<file path="config.mk">
export PLATFORM = sky130hd
export DESIGN_NAME = psum_accumulator_flat
export DESIGN_NICKNAME = d
export VERILOG_FILES = /design/src/rtl/psum_accumulator_if.sv /design/src/rtl/psum_accumulator.sv /design/src/flat_wrapper.sv
export SDC_FILE = /design/constraint.sdc
export NUM_CORES = 1
export LEC_CHECK = 0
export ABC_AREA = 1
export CAP_MARGIN = 15
export CORE_MARGIN = 2
export CORE_UTILIZATION = 55
export CTS_CLUSTER_SIZE = 25
export DETAILED_ROUTE_END_ITERATION = 16
export HOLD_SLACK_MARGIN = 0.15
export PLACE_DENSITY_LB_ADDON = 0.05
export SLEW_MARGIN = 20
export SYNTH_ARGS = -nofsm -noshare
export SYNTH_HDL_FRONTEND = slang
export SYNTH_SLANG_ARGS = --single-unit
export TNS_END_PERCENT = 10
</file>
<file path="constraint.sdc">
create_clock -name clk -period 10.25 [get_ports clk]
set_clock_uncertainty 0.2 [all_clocks]
set_input_delay 1.025 -clock clk [delete_from_list [all_inputs] [get_ports clk]]
set_output_delay 1.025 -clock clk [all_outputs]
set_load 0.01 [all_outputs]
</file>
<file path="src/rtl/psum_accumulator_if.sv">
// Stream bundle for psum_accumulator: PSUM input beats in, requantized activation out.
// slave is the accumulator's view; master is the PE/consumer side.
interface psum_accumulator_if #(
    parameter int ACC_W = 18
);
    logic             in_valid;
    logic             in_ready;
    logic [13:0]      psum_in;
    logic             out_valid;
    logic             out_ready;
    logic [3:0]       out_data;
    logic [ACC_W:0]   out_acc;

    modport master (
        output in_valid, psum_in, out_ready,
        input  in_ready, out_valid, out_data, out_acc
    );

    modport slave (
        input  in_valid, psum_in, out_ready,
        output in_ready, out_valid, out_data, out_acc
    );
endinterface

</file>
<file path="src/rtl/psum_accumulator.sv">
// Accumulates unsigned CIM partial sums over a group of tiles, adds a signed bias,
// then ReLU/signed-clamps and shift-requantizes to a 4-bit activation behind valid/ready.
module psum_accumulator #(
    parameter int MAX_TILES = 16,
    parameter int ACC_W     = 18
) (
    input  logic                 clk,
    input  logic                 rst_n,
    input  logic                 clr,
    input  logic [4:0]           cfg_tiles,
    input  logic [11:0]          cfg_bias,
    input  logic [3:0]           cfg_shift,
    input  logic                 cfg_relu,
    psum_accumulator_if.slave    bus,
    output logic [4:0]           tile_cnt
);

    if (14 + $clog2(MAX_TILES) > ACC_W) begin : g_acc_w_check
        $error("psum_accumulator: ACC_W too narrow for MAX_TILES");
    end
    if (MAX_TILES < 1 || MAX_TILES > 31) begin : g_tiles_check
        $error("psum_accumulator: MAX_TILES must fit the 5-bit tile counter");
    end

    typedef enum logic {
        ST_ACC = 1'b0,
        ST_OUT = 1'b1
    } state_t;

    localparam logic [4:0]             MAX_T5 = 5'(MAX_TILES);
    localparam logic signed [ACC_W:0]  Q_P15  = (ACC_W + 1)'(15);
    localparam logic signed [ACC_W:0]  Q_P7   = (ACC_W + 1)'(7);
    localparam logic signed [ACC_W:0]  Q_N8   = (ACC_W + 1)'(-8);

    state_t                  state_q, state_d;
    logic [ACC_W-1:0]        acc_q, acc_d;
    logic [4:0]              tile_cnt_q, tile_cnt_d;
    logic [4:0]              tiles_q, tiles_d;
    logic [11:0]             bias_q, bias_d;
    logic [3:0]              shift_q, shift_d;
    logic                    relu_q, relu_d;
    logic [3:0]              out_data_q, out_data_d;
    logic [ACC_W:0]          out_acc_q, out_acc_d;

    logic                    first_beat;
    logic                    last_beat;
    logic [4:0]              use_tiles;
    logic [4:0]              n_tiles;
    logic [11:0]             use_bias;
    logic [3:0]              use_shift;
    logic                    use_relu;
    logic [ACC_W-1:0]        acc_sum;
    logic signed [ACC_W:0]   sum_s;
    logic signed [ACC_W:0]   q_s;
    logic [3:0]              q_clamped;

    // The first beat of a group must already see the live config, so it is
    // muxed in here rather than waiting for the latch to take effect.
    always_comb begin
        first_beat = (tile_cnt_q == '0);
        use_tiles  = first_beat ? cfg_tiles : tiles_q;
        use_bias   = first_beat ? cfg_bias  : bias_q;
        use_shift  = first_beat ? cfg_shift : shift_q;
        use_relu   = first_beat ? cfg_relu  : relu_q;

        if (use_tiles == '0) begin
            n_tiles = 5'd1;
        end else if (use_tiles > MAX_T5) begin
            n_tiles = MAX_T5;
        end else begin
            n_tiles = use_tiles;
        end
        last_beat = (tile_cnt_q == (n_tiles - 5'd1));

        acc_sum = acc_q + {{(ACC_W-14){1'b0}}, bus.psum_in};
        sum_s   = $signed({1'b0, acc_sum})
                + $signed({{(ACC_W-11){use_bias[11]}}, use_bias});
        q_s     = sum_s >>> use_shift;

        if (use_relu) begin
            if (q_s[ACC_W]) begin
                q_clamped = 4'h0;
            end else if (q_s > Q_P15) begin
                q_clamped = 4'hF;
            end else begin
                q_clamped = q_s[3:0];
            end
        end else begin
            if (q_s < Q_N8) begin
                q_clamped = 4'h8;
            end else if (q_s > Q_P7) begin
                q_clamped = 4'h7;
            end else begin
                q_clamped = q_s[3:0];
            end
        end
    end

    always_comb begin
        state_d    = state_q;
        acc_d      = acc_q;
        tile_cnt_d = tile_cnt_q;
        tiles_d    = tiles_q;
        bias_d     = bias_q;
        shift_d    = shift_q;
        relu_d     = relu_q;
        out_data_d = out_data_q;
        out_acc_d  = out_acc_q;

        if (clr) begin
            acc_d      = '0;
            tile_cnt_d = '0;
            state_d    = ST_ACC;
        end else begin
            unique case (state_q)
                ST_ACC: begin
                    if (bus.in_valid) begin
                        if (first_beat) begin
                            tiles_d = cfg_tiles;
                            bias_d  = cfg_bias;
                            shift_d = cfg_shift;
                            relu_d  = cfg_relu;
                        end
                        if (last_beat) begin
                            acc_d      = '0;
                            tile_cnt_d = '0;
                            out_acc_d  = sum_s;
                            out_data_d = q_clamped;
                            state_d    = ST_OUT;
                        end else begin
                            acc_d      = acc_sum;
                            tile_cnt_d = tile_cnt_q + 5'd1;
                        end
                    end
                end
                ST_OUT: begin
                    if (bus.out_ready) begin
                        state_d = ST_ACC;
                    end
                end
                default: state_d = ST_ACC;
            endcase
        end
    end

    always_ff @(posedge clk or negedge rst_n) begin
        if (!rst_n) begin
            state_q    <= ST_ACC;
            acc_q      <= '0;
            tile_cnt_q <= '0;
            tiles_q    <= '0;
            bias_q     <= '0;
            shift_q    <= '0;
            relu_q     <= 1'b0;
            out_data_q <= '0;
            out_acc_q  <= '0;
        end else begin
            state_q    <= state_d;
            acc_q      <= acc_d;
            tile_cnt_q <= tile_cnt_d;
            tiles_q    <= tiles_d;
            bias_q     <= bias_d;
            shift_q    <= shift_d;
            relu_q     <= relu_d;
            out_data_q <= out_data_d;
            out_acc_q  <= out_acc_d;
        end
    end

    assign bus.in_ready  = (state_q == ST_ACC);
    assign bus.out_valid = (state_q == ST_OUT);
    assign bus.out_data  = out_data_q;
    assign bus.out_acc   = out_acc_q;
    assign tile_cnt      = tile_cnt_q;

endmodule
</file>
<file path="src/flat_wrapper.sv">
// flat-port wrapper written by rule: the top's interface ports become plain ports
module psum_accumulator_flat 
#(
    parameter int MAX_TILES = 16,
    parameter int ACC_W     = 18
)
  (clk, rst_n, clr, cfg_tiles, cfg_bias, cfg_shift, cfg_relu, tile_cnt, bus_in_valid, bus_psum_in, bus_out_ready, bus_in_ready, bus_out_valid, bus_out_data, bus_out_acc);
  psum_accumulator_if #(.ACC_W(ACC_W)) bus_i ();
  input  logic clk;
  input  logic rst_n;
  input  logic clr;
  input  logic [4:0] cfg_tiles;
  input  logic [11:0] cfg_bias;
  input  logic [3:0] cfg_shift;
  input  logic cfg_relu;
  output logic [4:0] tile_cnt;
  input wire logic [$bits(bus_i.in_valid)-1:0] bus_in_valid;
  input wire logic [$bits(bus_i.psum_in)-1:0] bus_psum_in;
  input wire logic [$bits(bus_i.out_ready)-1:0] bus_out_ready;
  output wire logic [$bits(bus_i.in_ready)-1:0] bus_in_ready;
  output wire logic [$bits(bus_i.out_valid)-1:0] bus_out_valid;
  output wire logic [$bits(bus_i.out_data)-1:0] bus_out_data;
  output wire logic [$bits(bus_i.out_acc)-1:0] bus_out_acc;
  assign bus_i.in_valid = bus_in_valid;
  assign bus_i.psum_in = bus_psum_in;
  assign bus_i.out_ready = bus_out_ready;
  assign bus_in_ready = bus_i.in_ready;
  assign bus_out_valid = bus_i.out_valid;
  assign bus_out_data = bus_i.out_data;
  assign bus_out_acc = bus_i.out_acc;
  psum_accumulator #(.MAX_TILES(MAX_TILES), .ACC_W(ACC_W)) u_core (.clk(clk), .rst_n(rst_n), .clr(clr), .cfg_tiles(cfg_tiles), .cfg_bias(cfg_bias), .cfg_shift(cfg_shift), .cfg_relu(cfg_relu), .bus(bus_i), .tile_cnt(tile_cnt));
endmodule
</file>
==> results_slide.txt <==
Flow Results at a Glance

GRT
  • Total gr overflow: 0
  • Initial antenna violation count: 0
  • Vias in the first global route: 5807
  • Largest net degree at the start of global routing: 70
  • Total GRT Usage: 30.0%
  • First-pass GRT wire length: 27200 um

Placed design
  • Port Buf Inserts: ~70
  • Placed Cells: 1051
  • RePlAce Congestion: 1.02
  • DP HPWL: 12500 um

Synth
  • Asr flop ratio synth: 100%
  • Post-synth seq share: between 20% and 30%
  • Yosys Chip Area: 0.00584 mm^2
  • Unique cell types: 45
  • Syn_area_per_cell: 6.72 um^2
  • EDFF count, synth: 0
  • Syn_nets: 948
  • Mapped Cells: around 870
  • Ys flops: 69
  • Mapped cell area: 0.00584 mm^2
  • Top_reg_cell synth: dfrtp_1
  • Synth warnings: 0
  • Ys cells: a little under 900

Setup path
  • Slowest CP cell: clkdlybuf4s50_1
  • CP Depth: 39
  • Buf/Inv on CP: 5
  • Crit path max-delay family: simple AND/OR/NAND/NOR gates
  • Critical path origin: bus_psum_in[3]
  • R2R Setup Slk: between 4000 and 5000 ps
  • CP startpoint kind: input port
  • Crit path kind: input port to flip-flop
  • R2R cell count: 38
  • Worst r2r src: u_core.acc_q[3]
  • CP max FO: 7
  • Crit. End Element: flip-flop
  • Slowest cell delay on critical path: around 400 ps
  • Critical Path AT: 6280 ps
  • CP Data Required Time: 10310 ps
  • Cell mode on critical path: nand2_1
  • Reg2reg end: u_core.bus.out_data[0]
  • CP endpoint: u_core.bus.out_data[0]

Clock network
  • Resized cells post-CTS: 0
  • CTS Hold Bufs: 0
  • Clk latency late pin: 370 ps
  • CTS tree: done
  • Total number of H-tree levels: 3
  • Clock Path Buffers: 2
  • Num CTS Buffers: 9
  • Post-CTS Setup Inserts: 0
  • Clock Pin Slew Worst Setup and Hold Paths: around 80 ps
  • Clock sinks: 69
  • CTS Root Cell: clkbuf_8

Final timing
  • Max-slew violation count: 0
  • RSZ-0062 raised after global routing: no
  • Final Hold Slack: 277 ps
  • Clock period minus worst slack: 6210 ps
  • Tcrit/Tclk final: between 60% and 70%
  • Slew headroom: 38.7%
  • Final hold violation count: 0
  • Fmax: 161 MHz
  • Final TNS setup: 0 ps
  • Worst slew pin tran: slightly above 900 ps
  • Final setup viols: 0

Cells and area
  • Most instantiated logic cell after routing: nand2_1
  • Nets: around 1000
  • Final Non-Filler Cells: 1067
  • Share of cells above drive strength 1: under 10%
  • Diodes inserted: 0
  • Most instantiated logic cells after routing: 289 x nand2_1, 119 x nand3_1, 75 x inv_1
  • Fin util: about two thirds
  • Area growth, synth to finish: 16.2%

Power
  • Comb pwr share: 73.8%
  • Part of the power in registers: 16.5%
  • Switching share of power: 55.0%
  • Clk pwr share: 9.7%
  • Internal cell power: 1.09 mW
  • Leakage: 3.46 nW
  • Peak supply drop: 0.000163 V
  • Net Switching: 1.34 mW
  • PwrDens: 358 mW/mm^2

Min path
  • Hold Startpoint: u_core.bus.out_acc[8]
  • Hold Path Class: flip-flop to flip-flop

Detailed routing
  • 1st-iter DRT viols: 366
  • Drt pass-1 iters: 6
  • Routed len/inst: 15.2 um
  • Vias/cell: 5.63
  • DR DRC count: 0
  • Antenna violation net count after detailed routing: 0

Die
  • IO Pins: 71
  • Chip height: 107 um
  • DIE WIDTH: around 110 um
  • Chip Area: roughly 0.011 mm^2
  • Core footprint: 0.0103 mm^2
  • FP Rows: 37
  • Pre-placement core utilization: 56.6%

Status
  • Status: finished, final reports clean

Flow run
  • Max-cap violations: 0
  • Tool warnings: 28
[how the worst min path moves through the flow]
stage	endpoint	slack, ps	depth (start not counted)
after floorplan	u_core.relu_q	250	2
final	u_core.bus.out_acc[8]	280	2
after global routing	u_core.bus.out_acc[12]	300	2
after detailed placement	u_core.bus.out_acc[8]	260	2
after global placement	u_core.bus.out_acc[8]	250	2
after CTS	u_core.bus.out_acc[8]	280	2
[registers in the layout, summed over array words and instances, names as in the netlist]
name                  cells
u_core.bus.out_acc       19
u_core.acc_q             18
u_core.bias_q            12
u_core.tile_cnt           5
u_core.tiles_q            5
u_core.bus.out_data       4
u_core.shift_q            4
u_core.bus.out_valid      1
u_core.relu_q             1
[logic make-up (layout without fill, tap and decap cells)]
kind of cell | after synthesis | after routing | synth area share, %
AOI/OAI and AO/OA | 132 | 132 | 13.7
xor gates and xnor gates | 32 | 32 | 4.80
adders and majority gates | 38 | 38 | 8.40
buffers and inverters | 113 | 175 | 7.88
DFF | 69 | 69 | 29.6
muxes | 3 | 3 | 0.643
and+or+nand+nor | 482 | 482 | 35.0
[per-layer routing]
layer  vias to the layer above  GRT usage [%]  share of wire (%)  routed length [um]
met3                        32           3.95                4.9                 799
met1                      2793           36.7                 43                6960
met4                         0           12.8                2.3                 371
li1                       2992              -                  -                   -
met5                         -              0                  0                   0
met2                       187           52.7                 50                8070
[worst min-delay path, stage by stage (launching register included)]
cell     delay, ps
dfrtp_1        350
nand2_1         60
nand2_1         40
[layout make-up]
class / count / area [um^2]
Multi-Input combinational cell: 687 / 3650
Clock buffer: 10 / 128
Clock inverter: 6 / 70.1
Sequential cell: 69 / 1730
Inverter: 87 / 329
Tap cell: 136 / 170
Timing Repair Buffer: 72 / 711
Fill cell: 933 / 3540
[stage by stage]
step	total power [mW]	worst slack [ps]	cell area [um^2]
4_1_cts	2.41	4150	6790
3_5_place_dp	2.17	3780	6590
2_1_floorplan	1.72	5060	5840
5_1_grt	2.70	3450	6790
3_3_place_gp	2.13	3910	6590
6_report	2.43	4040	6790
[synthesized netlist by cell type, types with 2 or more instances]
cell        n  area, um^2
nand2_2     2        12.5
a21o_1      2        15.0
or2_1       2        12.5
nand3_1   119         596
ha_1       36         450
clkbuf_1   10        37.5
nand4_1     3        18.8
mux2i_2     2        27.5
o21ai_2     6        52.6
o21ai_1    13        65.1
nor2_1     51         191
a32o_1     16         160
clkinv_1    2        7.51
o21ai_0    37         185
xor2_1     21         184
o211ai_1    3        22.5
dfrtp_1    69        1730
nand3_2     2        20.0
or2_2       3        18.8
o22ai_1     4        25.0
inv_2       9        33.8
fa_1        2        40.0
xnor2_1    11        96.3
a31oi_1     4        25.0
buf_2      12        60.1
nor3_1      4        20.0
a21oi_1    41         205
o21bai_1    3        22.5
buf_6       2        22.5
nand2_1   289        1080
inv_1      75         282
[power groups by stage]
stage	Clock, mW	Combinational [mW]	Sequential [mW]
after global routing	0.248	2.04	0.411
after floorplan	0	1.30	0.415
after CTS	0.238	1.77	0.401
after global placement	0	1.73	0.401
after detailed placement	0	1.76	0.406
final	0.235	1.79	0.401
**The metal 4 layer**

Scale bar: 20 um.
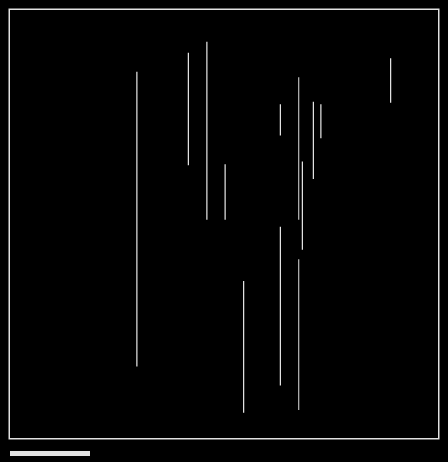
nets with wire on the layer = 10
longest straight run = 73.4 um
share of all routed wire = 2.3%
main direction = vertical
final wirelength: 16200 um
via count: 6004

**The metal 2 layer**

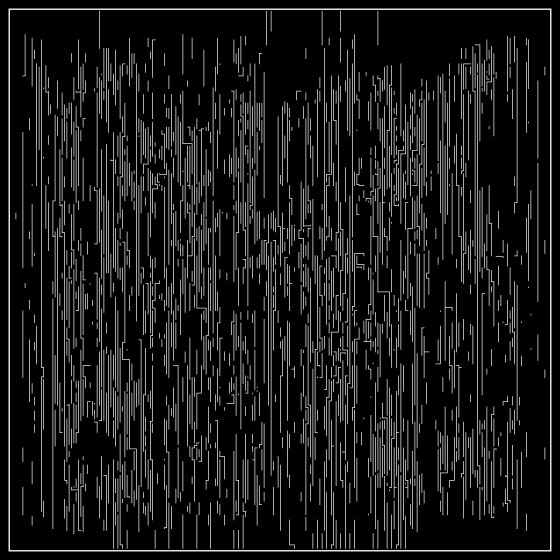
longest straight run = 77.5 um
main direction = vertical

**The metal 1 layer**

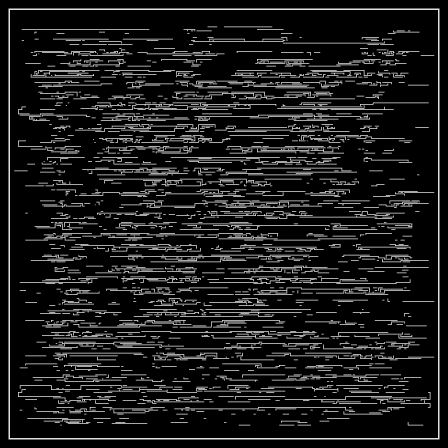
nets with wire on the layer = 929
main direction = horizontal
longest straight run = 31.7 um
share of all routed wire = 43%
wire length on this layer = 6960 um

**Metal 3**

Scale bar: 20 um.
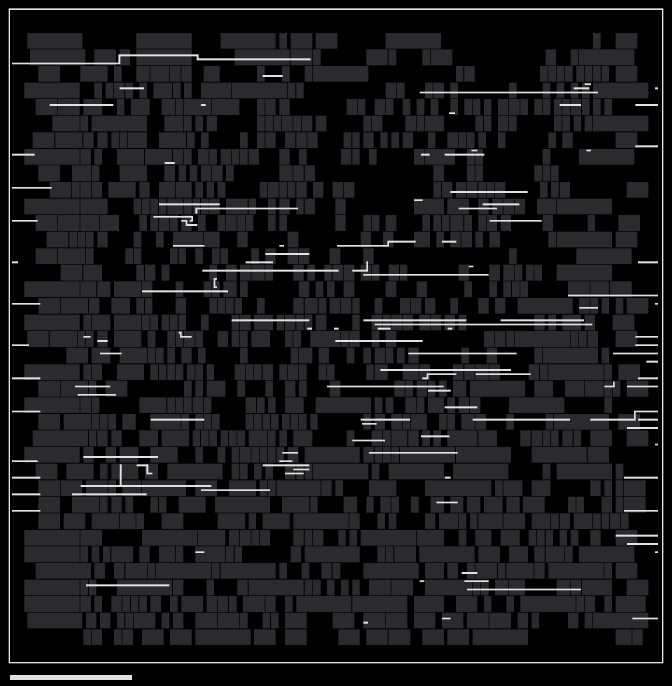
share of all routed wire = 4.9%
main direction = horizontal
wire length on this layer = 800 um
longest straight run = 35.4 um
met3 Usage GRT: 3.95%

Power is estimated from default activity; no workload was simulated.
